run_1/final_clocks.png
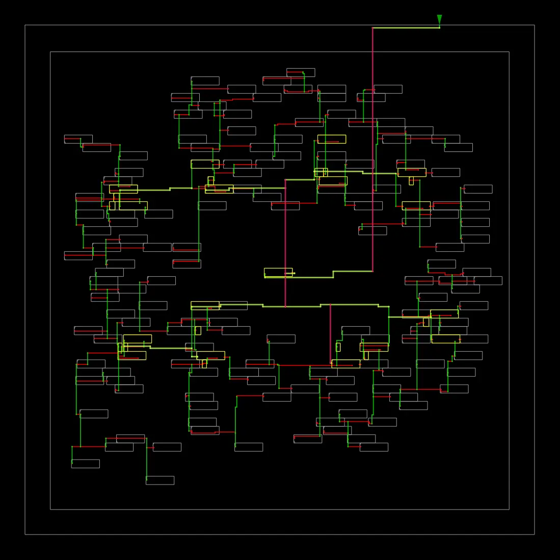
run_1/cell_classes.png
Drawn at 2 px/um. Fill, decap, tap and diode cells in grey.
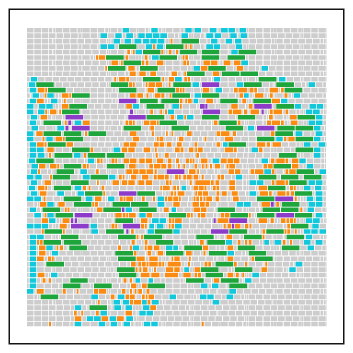
run_1/zoom.png
Region (71, 71) to (96, 96) um. Cells in grey, sequential cells in the stronger grey; small squares are vias.
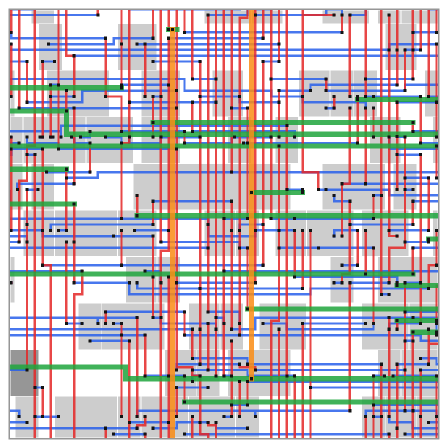
File: config.mk
export PLATFORM = sky130hd
export DESIGN_NAME = data_mem_ctrl_flat
export DESIGN_NICKNAME = d
export VERILOG_FILES = /design/src/rtl/data_mem_ctrl_if.sv /design/src/rtl/data_mem_ctrl.sv /design/src/flat_wrapper.sv
export SDC_FILE = /design/constraint.sdc
export NUM_CORES = 1
export LEC_CHECK = 0
export CORE_MARGIN = 8
export CORE_UTILIZATION = 32
export CTS_BUF_LIST = sky130_fd_sc_hd__clkbuf_16
export CTS_CLUSTER_DIAMETER = 200
export DETAILED_ROUTE_END_ITERATION = 7
export PLACE_DENSITY = 0.68
export SLEW_MARGIN = 15
export SYNTH_ARGS = -nofsm -noshare
export SYNTH_HDL_FRONTEND = slang
export SYNTH_SLANG_ARGS = --single-unit
File: constraint.sdc
create_clock -name i_clk -period 5.47 [get_ports i_clk]
set_clock_uncertainty 0.05 [all_clocks]
set_input_delay 1.094 -clock i_clk [delete_from_list [all_inputs] [get_ports i_clk]]
set_output_delay 1.094 -clock i_clk [all_outputs]
set_load 0.005 [all_outputs]
File: src/rtl/data_mem_ctrl_if.sv
// rtl/data_mem_ctrl_if.sv - CPU, debug and data-RAM signal bundle for data_mem_ctrl
interface data_mem_ctrl_if #(
  parameter int NB_DATA = 32,
  parameter int NB_ADDR = 9
);
  logic               i_cpu_req;
  logic               i_cpu_we;
  logic [1:0]         i_cpu_size;
  logic               i_cpu_unsigned;
  logic [NB_ADDR-1:0] i_cpu_addr;
  logic [NB_DATA-1:0] i_cpu_wdata;
  logic [NB_DATA-1:0] o_cpu_rdata;
  logic               o_cpu_ack;
  logic               o_cpu_err;

  logic               i_dbg_req;
  logic               i_dbg_we;
  logic [NB_ADDR-1:0] i_dbg_addr;
  logic [NB_DATA-1:0] i_dbg_wdata;
  logic [NB_DATA-1:0] o_dbg_rdata;
  logic               o_dbg_ack;

  logic               o_mem_we;
  logic [NB_ADDR-1:0] o_mem_addr;
  logic [NB_DATA-1:0] o_mem_wdata;
  logic [NB_DATA-1:0] i_mem_rdata;

  modport slave (
    input  i_cpu_req, i_cpu_we, i_cpu_size, i_cpu_unsigned, i_cpu_addr, i_cpu_wdata,
    output o_cpu_rdata, o_cpu_ack, o_cpu_err,
    input  i_dbg_req, i_dbg_we, i_dbg_addr, i_dbg_wdata,
    output o_dbg_rdata, o_dbg_ack,
    output o_mem_we, o_mem_addr, o_mem_wdata,
    input  i_mem_rdata
  );

  modport master (
    output i_cpu_req, i_cpu_we, i_cpu_size, i_cpu_unsigned, i_cpu_addr, i_cpu_wdata,
    input  o_cpu_rdata, o_cpu_ack, o_cpu_err,
    output i_dbg_req, i_dbg_we, i_dbg_addr, i_dbg_wdata,
    input  o_dbg_rdata, o_dbg_ack,
    input  o_mem_we, o_mem_addr, o_mem_wdata,
    output i_mem_rdata
  );
endinterface

File: src/rtl/data_mem_ctrl.sv
// rtl/data_mem_ctrl.sv - CPU/debug arbiter and RMW sequencer for the big-endian data RAM
// Optional macro DMEM_DBG_PRIORITY_EN gives debug strict priority on ties.
module data_mem_ctrl #(
  parameter int NB_DATA = 32,
  parameter int NB_ADDR = 9
) (
  input  logic           i_clk,
  input  logic           i_reset,
  data_mem_ctrl_if.slave bus
);
  typedef enum logic [1:0] {S_IDLE, S_RD, S_WR, S_RESP} state_t;

  state_t             state_q, state_d;
  logic               gnt_dbg_q, gnt_dbg_d;
  logic               last_dbg_q, last_dbg_d;
  logic               we_q, we_d;
  logic [1:0]         size_q, size_d;
  logic               uns_q, uns_d;
  logic [1:0]         off_q, off_d;
  logic [NB_DATA-1:0] wdata_q, wdata_d;
  logic               err_q, err_d;
  logic [NB_ADDR-1:0] mem_addr_q, mem_addr_d;
  logic [NB_DATA-1:0] mem_wdata_q, mem_wdata_d;
  logic [NB_DATA-1:0] cpu_rdata_q, cpu_rdata_d;
  logic [NB_DATA-1:0] dbg_rdata_q, dbg_rdata_d;

  logic               pick_dbg;
  logic               cpu_bad;
  logic [NB_ADDR-1:0] req_addr;
  logic [NB_DATA-1:0] load_val;
  logic [NB_DATA-1:0] merge_val;

`ifdef DMEM_DBG_PRIORITY_EN
  assign pick_dbg = bus.i_dbg_req;
`else
  assign pick_dbg = bus.i_dbg_req && (!bus.i_cpu_req || !last_dbg_q);
`endif

  assign req_addr = pick_dbg ? bus.i_dbg_addr : bus.i_cpu_addr;
  assign cpu_bad  = (bus.i_cpu_size == 2'b11) ||
                    (bus.i_cpu_size == 2'b01 && bus.i_cpu_addr[0]) ||
                    (bus.i_cpu_size == 2'b10 && bus.i_cpu_addr[1:0] != 2'b00);

  // Big-endian lanes: byte offset 0 is the most significant byte of the word.
  always_comb begin
    load_val  = '0;
    merge_val = bus.i_mem_rdata;
    case (size_q)
      2'b00: begin
        case (off_q)
          2'b00: begin load_val[7:0] = bus.i_mem_rdata[31:24]; merge_val[31:24] = wdata_q[7:0]; end
          2'b01: begin load_val[7:0] = bus.i_mem_rdata[23:16]; merge_val[23:16] = wdata_q[7:0]; end
          2'b10: begin load_val[7:0] = bus.i_mem_rdata[15:8];  merge_val[15:8]  = wdata_q[7:0]; end
          default: begin load_val[7:0] = bus.i_mem_rdata[7:0]; merge_val[7:0]   = wdata_q[7:0]; end
        endcase
        if (!uns_q) load_val[31:8] = {24{load_val[7]}};
      end
      2'b01: begin
        if (off_q[1]) begin
          load_val[15:0]  = bus.i_mem_rdata[15:0];
          merge_val[15:0] = wdata_q[15:0];
        end else begin
          load_val[15:0]   = bus.i_mem_rdata[31:16];
          merge_val[31:16] = wdata_q[15:0];
        end
        if (!uns_q) load_val[31:16] = {16{load_val[15]}};
      end
      default: begin
        load_val  = bus.i_mem_rdata;
        merge_val = wdata_q;
      end
    endcase
  end

  always_comb begin
    state_d     = state_q;
    gnt_dbg_d   = gnt_dbg_q;
    last_dbg_d  = last_dbg_q;
    we_d        = we_q;
    size_d      = size_q;
    uns_d       = uns_q;
    off_d       = off_q;
    wdata_d     = wdata_q;
    err_d       = err_q;
    mem_addr_d  = mem_addr_q;
    mem_wdata_d = mem_wdata_q;
    cpu_rdata_d = cpu_rdata_q;
    dbg_rdata_d = dbg_rdata_q;
    case (state_q)
      S_IDLE: begin
        if (bus.i_cpu_req || bus.i_dbg_req) begin
          gnt_dbg_d  = pick_dbg;
          last_dbg_d = pick_dbg;
          off_d      = req_addr[1:0];
          if (pick_dbg) begin
            we_d    = bus.i_dbg_we;
            size_d  = 2'b10;
            uns_d   = 1'b0;
            wdata_d = bus.i_dbg_wdata;
            err_d   = 1'b0;
          end else begin
            we_d    = bus.i_cpu_we;
            size_d  = bus.i_cpu_size;
            uns_d   = bus.i_cpu_unsigned;
            wdata_d = bus.i_cpu_wdata;
            err_d   = cpu_bad;
          end
          if (!pick_dbg && cpu_bad) begin
            state_d     = S_RESP;
            cpu_rdata_d = '0;
          end else begin
            state_d    = S_RD;
            mem_addr_d = {req_addr[NB_ADDR-1:2], 2'b00};
          end
        end
      end
      S_RD: begin
        if (we_q) begin
          mem_wdata_d = merge_val;
          state_d     = S_WR;
        end else begin
          state_d = S_RESP;
          if (gnt_dbg_q) dbg_rdata_d = load_val;
          else           cpu_rdata_d = load_val;
        end
      end
      S_WR: begin
        state_d = S_RESP;
        if (gnt_dbg_q) dbg_rdata_d = '0;
        else           cpu_rdata_d = '0;
      end
      default: state_d = S_IDLE;
    endcase
  end

  always_ff @(posedge i_clk or posedge i_reset) begin
    if (i_reset) begin
      state_q     <= S_IDLE;
      gnt_dbg_q   <= 1'b0;
      last_dbg_q  <= 1'b0;
      we_q        <= 1'b0;
      size_q      <= 2'b00;
      uns_q       <= 1'b0;
      off_q       <= 2'b00;
      wdata_q     <= '0;
      err_q       <= 1'b0;
      mem_addr_q  <= '0;
      mem_wdata_q <= '0;
      cpu_rdata_q <= '0;
      dbg_rdata_q <= '0;
    end else begin
      state_q     <= state_d;
      gnt_dbg_q   <= gnt_dbg_d;
      last_dbg_q  <= last_dbg_d;
      we_q        <= we_d;
      size_q      <= size_d;
      uns_q       <= uns_d;
      off_q       <= off_d;
      wdata_q     <= wdata_d;
      err_q       <= err_d;
      mem_addr_q  <= mem_addr_d;
      mem_wdata_q <= mem_wdata_d;
      cpu_rdata_q <= cpu_rdata_d;
      dbg_rdata_q <= dbg_rdata_d;
    end
  end

  // Write enable is decoded from state so an async reset in WR kills it at once.
  assign bus.o_mem_we    = (state_q == S_WR);
  assign bus.o_mem_addr  = mem_addr_q;
  assign bus.o_mem_wdata = mem_wdata_q;
  assign bus.o_cpu_ack   = (state_q == S_RESP) && !gnt_dbg_q;
  assign bus.o_cpu_err   = (state_q == S_RESP) && !gnt_dbg_q && err_q;
  assign bus.o_dbg_ack   = (state_q == S_RESP) && gnt_dbg_q;
  assign bus.o_cpu_rdata = cpu_rdata_q;
  assign bus.o_dbg_rdata = dbg_rdata_q;
endmodule

File: src/flat_wrapper.sv
// flat-port wrapper written by rule: the top's interface ports become plain ports
module data_mem_ctrl_flat 
#(
  parameter int NB_DATA = 32,
  parameter int NB_ADDR = 9
)
  (i_clk, i_reset, bus_i_cpu_req, bus_i_cpu_we, bus_i_cpu_size, bus_i_cpu_unsigned, bus_i_cpu_addr, bus_i_cpu_wdata, bus_o_cpu_rdata, bus_o_cpu_ack, bus_o_cpu_err, bus_i_dbg_req, bus_i_dbg_we, bus_i_dbg_addr, bus_i_dbg_wdata, bus_o_dbg_rdata, bus_o_dbg_ack, bus_o_mem_we, bus_o_mem_addr, bus_o_mem_wdata, bus_i_mem_rdata);
  data_mem_ctrl_if #(.NB_DATA(NB_DATA), .NB_ADDR(NB_ADDR)) bus_i ();
  input  logic i_clk;
  input  logic i_reset;
  input wire logic [$bits(bus_i.i_cpu_req)-1:0] bus_i_cpu_req;
  input wire logic [$bits(bus_i.i_cpu_we)-1:0] bus_i_cpu_we;
  input wire logic [$bits(bus_i.i_cpu_size)-1:0] bus_i_cpu_size;
  input wire logic [$bits(bus_i.i_cpu_unsigned)-1:0] bus_i_cpu_unsigned;
  input wire logic [$bits(bus_i.i_cpu_addr)-1:0] bus_i_cpu_addr;
  input wire logic [$bits(bus_i.i_cpu_wdata)-1:0] bus_i_cpu_wdata;
  output wire logic [$bits(bus_i.o_cpu_rdata)-1:0] bus_o_cpu_rdata;
  output wire logic [$bits(bus_i.o_cpu_ack)-1:0] bus_o_cpu_ack;
  output wire logic [$bits(bus_i.o_cpu_err)-1:0] bus_o_cpu_err;
  input wire logic [$bits(bus_i.i_dbg_req)-1:0] bus_i_dbg_req;
  input wire logic [$bits(bus_i.i_dbg_we)-1:0] bus_i_dbg_we;
  input wire logic [$bits(bus_i.i_dbg_addr)-1:0] bus_i_dbg_addr;
  input wire logic [$bits(bus_i.i_dbg_wdata)-1:0] bus_i_dbg_wdata;
  output wire logic [$bits(bus_i.o_dbg_rdata)-1:0] bus_o_dbg_rdata;
  output wire logic [$bits(bus_i.o_dbg_ack)-1:0] bus_o_dbg_ack;
  output wire logic [$bits(bus_i.o_mem_we)-1:0] bus_o_mem_we;
  output wire logic [$bits(bus_i.o_mem_addr)-1:0] bus_o_mem_addr;
  output wire logic [$bits(bus_i.o_mem_wdata)-1:0] bus_o_mem_wdata;
  input wire logic [$bits(bus_i.i_mem_rdata)-1:0] bus_i_mem_rdata;
  assign bus_i.i_cpu_req = bus_i_cpu_req;
  assign bus_i.i_cpu_we = bus_i_cpu_we;
  assign bus_i.i_cpu_size = bus_i_cpu_size;
  assign bus_i.i_cpu_unsigned = bus_i_cpu_unsigned;
  assign bus_i.i_cpu_addr = bus_i_cpu_addr;
  assign bus_i.i_cpu_wdata = bus_i_cpu_wdata;
  assign bus_o_cpu_rdata = bus_i.o_cpu_rdata;
  assign bus_o_cpu_ack = bus_i.o_cpu_ack;
  assign bus_o_cpu_err = bus_i.o_cpu_err;
  assign bus_i.i_dbg_req = bus_i_dbg_req;
  assign bus_i.i_dbg_we = bus_i_dbg_we;
  assign bus_i.i_dbg_addr = bus_i_dbg_addr;
  assign bus_i.i_dbg_wdata = bus_i_dbg_wdata;
  assign bus_o_dbg_rdata = bus_i.o_dbg_rdata;
  assign bus_o_dbg_ack = bus_i.o_dbg_ack;
  assign bus_o_mem_we = bus_i.o_mem_we;
  assign bus_o_mem_addr = bus_i.o_mem_addr;
  assign bus_o_mem_wdata = bus_i.o_mem_wdata;
  assign bus_i.i_mem_rdata = bus_i_mem_rdata;
  data_mem_ctrl #(.NB_DATA(NB_DATA), .NB_ADDR(NB_ADDR)) u_core (.i_clk(i_clk), .i_reset(i_reset), .bus(bus_i));
endmodule
==> notes.md, run 1 <==
yosys + openroad results -> Log Warnings 30, unrepaired setup endpoints after global routing false, post-CTS setup buffer count 0, Starting DRT DRC Count 804, root buf cell clkbuf_16, WP data arrival 1.90 ns, GRT met3 Usage 5.93%, overall routing resource usage 18.9%, Top Family by Delay on Critical Path buffers and inverters, diode count 2, final wirelength 26.6 mm, Yosys top cell by instances dfrtp_1, Req. time, crit path 4.33 ns, layout cells sized above 1 8.24%, Pins Over Slew Limit 0, CP Cell Sequence ha_1, nor2b_1, and2_1, clkdlybuf4s50_1, Worst Hold Path EP u_core.bus.o_dbg_rdata[5]$_DFFE_PP0P_, hpwl dp 20.0 mm, GR Util met1 25.8%, Gate Area 3150 sq um, Pre-antenna DRT Iters 8, chip area 27700 sq um, Peak Freq 328 MHz, asr flop ratio synth 100%, most frequent cells after synthesis dfrtp_1, o21ai_0, nand2_1, a222oi_1, inv_1, first-pass GRT wire length 40.9 mm, Post-CTS Resized 0, hold path depth 2, peak supply drop 0.000250 V, Inst Count DP 1165, clock network power 0.000988 W, vias in the first global route 6598, startpoint types flip-flop, largest net degree at the start of global routing 85, switching power 0.00255 W, DR vias/cell 5.52, WHS 0.430 ns, Post-synth EDFFs 0, Post-Synth XOR/XNOR Area 0%, Critical Path Slowest Stage Cell clkdlybuf4s50_1, Top Consumer combinational cells, crit path to bus_o_cpu_err, crit path capture type output pin, crit path max fanout 5, ao+oa area frac 29.1%, pre-CTS setup slack 1.94 ns, Routed Antenna Nets 0, Latency at later pin 0.42 ns, Comb gates 453, chip area line of the yosys report 7250 sq um, die height 167 um, status finished clean, clock transition at the registers of the reported paths 0.06 ns, clock power share 16.0%, logic share of the area 31.0%, Seq share, synth 50.0%, Layout fillers 2147, fa+ha+maj area frac 0.863%, # setup viols final 0, Area growth syn-to-layout 40.2%, # H-tree levels 4, Cell area leaders dfrtp_1, a222oi_1, o21ai_0, nand2_1, o31ai_2, RR Endpoint u_core.bus.o_cpu_rdata[15]$_DFFE_PP0P_, met3 wire length 2.19 mm, IO Pins 232, most numerous logic cell after layout clkdlybuf4s50_1, seq_cells 145, Logic pwr share 51.2%, number of non-clock buffers in the layout 241, Top Usage Layer GRT met2, Buf+Inv Stages, Crit Path 1, Final WS setup 2.42 ns, width of the die 167 um, met2 routed WL 12.0 mm, layout net count 1027, ys flop type dfrtp_1, Synth Register Bits 145, combinational power 0.00315 W, R2R depth 8, R2R Setup Slk 2.50 ns, clock network area share 4.76%, post-route clock period utilization 55.7%, Pwr per Cell Area 605 nW/um^2, final hold viol count 0, dominant kind of cell by area flip-flops and latches, WL per Instance 22.2 um, CTS tree yes, Tightest Pin Transition 0.995 ns, RD Place Congestion 0.897, grt total ovfl 0, Top Layout Cells clkdlybuf4s50_1, dfrtp_1, o21ai_0, Initial Util 32.3%, Mapped Avg Cell Area 10.3 sq um, input/output buffers 229, Sw Ratio 41.5%, Min-Delay Path Class flip-flop to flip-flop, met2 usage 28.2%, Met1 Routed Length 11.9 mm, Max Used Layer met4, # Max-Cap Violations 0, total chip power 0.00616 W, Simple Share, Synth 9.66%, cell type with the largest total area dfrtp_1, Top cell area share 50.0%, clock sinks 145, Logic family by area AND-OR/OR-AND gates
Back to the opening pictures, final_clocks.png:
cts bufs inserted: 17
# clk buffers: 17

Back to the opening pictures, cell_classes.png:
legend:
  orange:
    class: all other logic
    cells: 494
  cyan:
    class: other buffers and delay cells
    cells: 241
  green:
    class: flops
    cells: 145
  purple:
    class: clock drivers and dummy loads
    cells: 30
flop share of the area: 35.7%
row cnt: 55
final instance area: 10200 sq um
Placeable Area: 22400 sq um
Util after Layout: 45.3%

Back to the opening pictures, zoom.png:
legend:
  red:
    layer: met2
  green:
    layer: met3
  blue:
    layer: met1
  orange:
    layer: met4
sequential cells in the window: 0
most frequent: nand2_1 (11)
cells with their middle in the window: 51

run_1/density.png
Drawn at 1.5 px/um. 17 x 17 tiles, from black (low) to pale yellow (high), 0 to 100% covered.
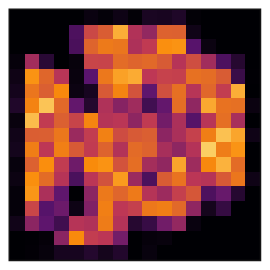

--- run 2 (diff from run 1) ---
Clock period 5.47 ns to 3.03 ns, I/O delays scaled along.
run_2/density.png
Drawn at 1.5 px/um. 17 x 17 tiles, from black (low) to pale yellow (high), 0 to 100% covered.
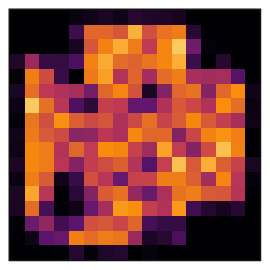
nearly empty tiles: 22%
fullest tile: 89%
tiles over 75% full: 6.9%
mean over tiles: 36%

==> run 2 against run 1 <==
Sequential power up 83%. Global-route usage grew 0.10 points. Combinational power increased by 84%. Area after synthesis is the same. Largest cell class unchanged. Highest routed layer unchanged.
==> notes.md, run 2 <==
yosys + openroad results -> status finished clean, Critical Path Slowest Stage Cell clkdlybuf4s50_1, synthesized instance count 701, Post-Synth XOR/XNOR Area 0%, DR vias/cell 5.50, cell type with the largest total area dfrtp_1, WL per Instance 22.1 um, clock network power 0.00215 W, Min-Delay Path Class flip-flop to flip-flop, Pwr per Cell Area 1120 nW/um^2, yosys warns 0, synthesized cell area 7250 sq um, clock power share 18.5%, input/output buffers 229, chip area line of the yosys report 7250 sq um, R2R Setup Slk 0.68 ns, CTS tree yes, Layout fillers 2124, Synth Register Bits 145, RD Place Congestion 0.939, post-route clock period utilization 83.9%, Starting DRT DRC Count 785, IO Pins 232, Routed Antenna Nets 0, slew margin rel. 48.9%, number of non-clock buffers in the layout 254, CP Cell Sequence ha_1, nor2b_1, and2_1, clkdlybuf4s50_1, final instance area 10400 sq um, Post-synth EDFFs 0, seq_cells 145, Final WS setup 0.487 ns, # H-tree levels 4, Top Layout Cells clkdlybuf4s50_1, dfrtp_1, o21ai_0, Flop pwr share 31.7%, met2 routed WL 12.0 mm, met2 usage 28.9%, Worst Hold Path EP u_core.bus.o_dbg_rdata[1]$_DFFE_PP0P_, final hold viol count 0, Log Warnings 30, Simple Share, Synth 9.66%, met3 wire length 2.10 mm, most frequent cells after synthesis dfrtp_1, o21ai_0, nand2_1, a222oi_1, inv_1, Seq group 0.00368 W, Pins Over Slew Limit 0, GR Util met1 25.8%, row cnt 55, yosys cell count 701, count of hold-fix buffers inserted at cts 0, Util after Layout 46.4%, total chip power 0.0116 W, # Max-Cap Violations 0, Distinct lib cells used 54, crit path to bus_o_cpu_err, Top Usage Layer GRT met2, clock transition at the registers of the reported paths 0.06 ns, Power Internal 0.00694 W, width of the die 167 um, post-CTS setup buffer count 0, Inst Count DP 1178, WHS 0.430 ns, # setup viols final 0, vias in the first global route 6711, clock network area share 5.72%, setup_tns 0 ns, Sw Ratio 40.3%, Logic pwr share 49.8%, pre-CTS setup slack 0.421 ns, Max Used Layer met4, most numerous logic cell after layout clkdlybuf4s50_1, dominant kind of cell by area flip-flops and latches, Vias 6649, RR Endpoint u_core.bus.o_cpu_rdata[0]$_DFFE_PP0P_, cts bufs inserted 17, Top cell area share 50.0%, startpoint types flip-flop, Gate Area 3150 sq um, final wirelength 26.7 mm, largest net degree at the start of global routing 75, # clk buffers 17, Initial Util 32.3%, Comb gates 453, die height 167 um, initial antenna violation count 2, Pre-antenna DRT Iters 7, hold path depth 2, clk buf depth 2, Cell area leaders dfrtp_1, a222oi_1, o21ai_0, nand2_1, o31ai_2, Leakage 4.39 nW, Placeable Area 22400 sq um, Mapped Avg Cell Area 10.3 sq um, R2R depth 6, Latency at later pin 0.42 ns, chip area 27700 sq um, logic share of the area 30.3%, crit path max fanout 5, Area growth syn-to-layout 43.4%, crit path capture type output pin, unrepaired setup endpoints after global routing false, Met1 Routed Length 12.0 mm, Buf+Inv Stages, Crit Path 1, fa+ha+maj area frac 0.863%, layout cells sized above 1 9.98%, Yosys top cell by instances dfrtp_1, asr flop ratio synth 100%, Top Family by Delay on Critical Path buffers and inverters, diode count 2, combinational power 0.00579 W, ys flop type dfrtp_1, Post-CTS Resized 0, Logic family by area AND-OR/OR-AND gates, first-pass GRT wire length 41.0 mm, GRT met3 Usage 4.87%, clock sinks 145, Peak Freq 393 MHz, root buf cell clkbuf_16, overall routing resource usage 19.0%, flop share of the area 34.9%, Worst Setup SP u_core.state_q[0]$_DFFE_PP0N_, hpwl dp 20.4 mm, hold_sp u_core.bus.o_dbg_rdata[1]$_DFFE_PP0P_, switching power 0.00469 W, Tightest Pin Transition 0.767 ns, Req. time, crit path 2.37 ns, area fraction in mux cells 3.61%, WP data arrival 1.89 ns, peak supply drop 0.000437 V, Tmin final 2.54 ns, grt total ovfl 0, layout net count 1040, Top Consumer combinational cells, ao+oa area frac 29.1%, Seq share, synth 50.0%
run_2/clock_map.png
Drawn at 3 px/um.
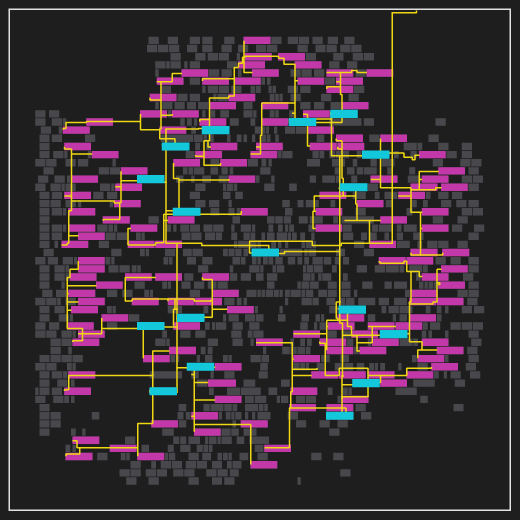

--- run 3 (diff from run 2) ---
Clock period 3.03 ns to 2.39 ns, I/O delays scaled along.
run_3/clock_map.png
Drawn at 3 px/um.
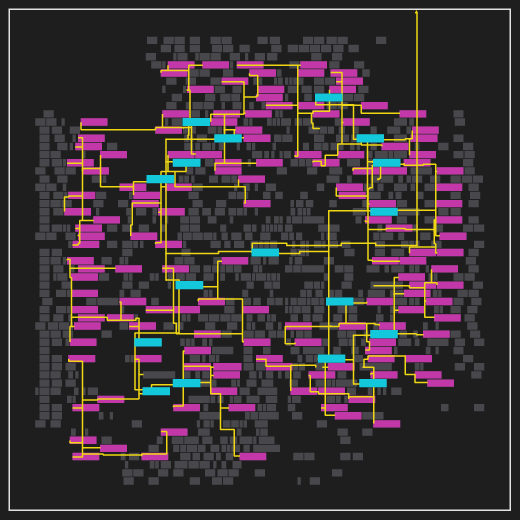
legend:
  cyan:
    item: cells driving clock nets
    count: 17
  yellow:
    item: clock wires
    length: 1990 um
  magenta:
    item: flip-flops
    count: 145
routed clock nets: 18

==> run 3 against run 2 <==
Sequential share of layout area fell by 1.4 points. Combinational power rose by 36%. Final cell count grew 3.4%. Worst hold slack worse by 0.064 ns. Largest power group unchanged. Count of clock-buffer cells in the layout is the same. Sequential cell count unchanged. Setup slack lost 0.38 ns. Critical path type unchanged. Critical endpoint is now bus_o_mem_we. First-iteration DRC count shrank 26%. The run now ends with design-rule violations left. Die area did not move. Core utilization increased by 2.0 points.
==> notes.md, run 3 <==
yosys + openroad results -> Inst Count DP 1215, chip area line of the yosys report 7250 sq um, die height 167 um, grt total ovfl 0, Util after Layout 48.3%, Mapped Avg Cell Area 10.3 sq um, Leakage 4.64 nW, fa+ha+maj area frac 0.863%, crit path capture type output pin, Post-CTS Resized 2, count of hold-fix buffers inserted at cts 0, Yosys top cell by instances dfrtp_1, Logic pwr share 51.9%, crit path max fanout 5, # H-tree levels 4, Comb gates 453, area fraction in mux cells 3.61%, Final WS setup 0.111 ns, dominant kind of cell by area flip-flops and latches, Synth Register Bits 145, clock transition at the registers of the reported paths 0.06 ns, Sw Ratio 40.1%, input/output buffers 229, Peak Freq 439 MHz, Post-Synth XOR/XNOR Area 0%, Distinct lib cells used 54, Min-Delay Path Class input port to async pin, DR vias/cell 5.43, number of non-clock buffers in the layout 293, RR Endpoint u_core.bus.o_mem_wdata[19]$_DFFE_PP0P_, largest net degree at the start of global routing 49, chip area 27700 sq um, clock network area share 5.49%, width of the die 167 um, WP data arrival 1.75 ns, cts bufs inserted 17, # Max-Cap Violations 0, Req. time, crit path 1.86 ns, ys flop type dfrtp_1, IO Pins 232, # setup viols final 0, Log Warnings 31, seq_cells 145, Tightest Pin Transition 0.808 ns, CTS tree yes, post-route clock period utilization 95.4%, synthesized cell area 7250 sq um, startpoint types flip-flop, total chip power 0.0152 W, Top Layout Cells clkdlybuf4s50_1, dfrtp_1, o21ai_0, met2 usage 29.8%, Flop pwr share 30.3%, RD Place Congestion 0.885, clock power share 17.8%, diode count 1, Seq share, synth 50.0%, failing checks design-rule violations, vias in the first global route 7066, WHS 0.366 ns, DRC 1, ao+oa area frac 29.1%, yosys warns 0, post-CTS setup buffer count 2, flop share of the area 33.5%, Met1 Routed Length 12.0 mm, Pins Over Slew Limit 0, final wirelength 27.5 mm, Top cell area share 50.0%, initial antenna violation count 2, status finished with violations, Power Internal 0.00911 W, synthesized instance count 701, R2R Setup Slk 0.17 ns, final hold viol count 0, Logic family by area AND-OR/OR-AND gates, Pre-antenna DRT Iters 8, Initial Util 32.3%, Top Consumer combinational cells, pre-CTS setup slack 0.0225 ns, Worst Setup SP u_core.state_q[0]$_DFFE_PP0N_, Buf+Inv Stages, Crit Path 2, overall routing resource usage 19.6%, layout cells sized above 1 14.0%, yosys cell count 701, clock network power 0.00271 W, Max Used Layer met5, asr flop ratio synth 100%, Critical Path Slowest Stage Cell clkdlybuf4s50_1, setup_tns 0 ns, combinational power 0.00789 W, layout net count 1079, GR Util met1 25.9%, Layout fillers 2155, row cnt 55, Area growth syn-to-layout 49.5%, Simple Share, Synth 9.66%, # clk buffers 17, CP Cell Sequence inv_1, ha_2, clkdlybuf4s50_1, most numerous logic cell after layout clkdlybuf4s50_1
Power is estimated from default activity; no workload was simulated.
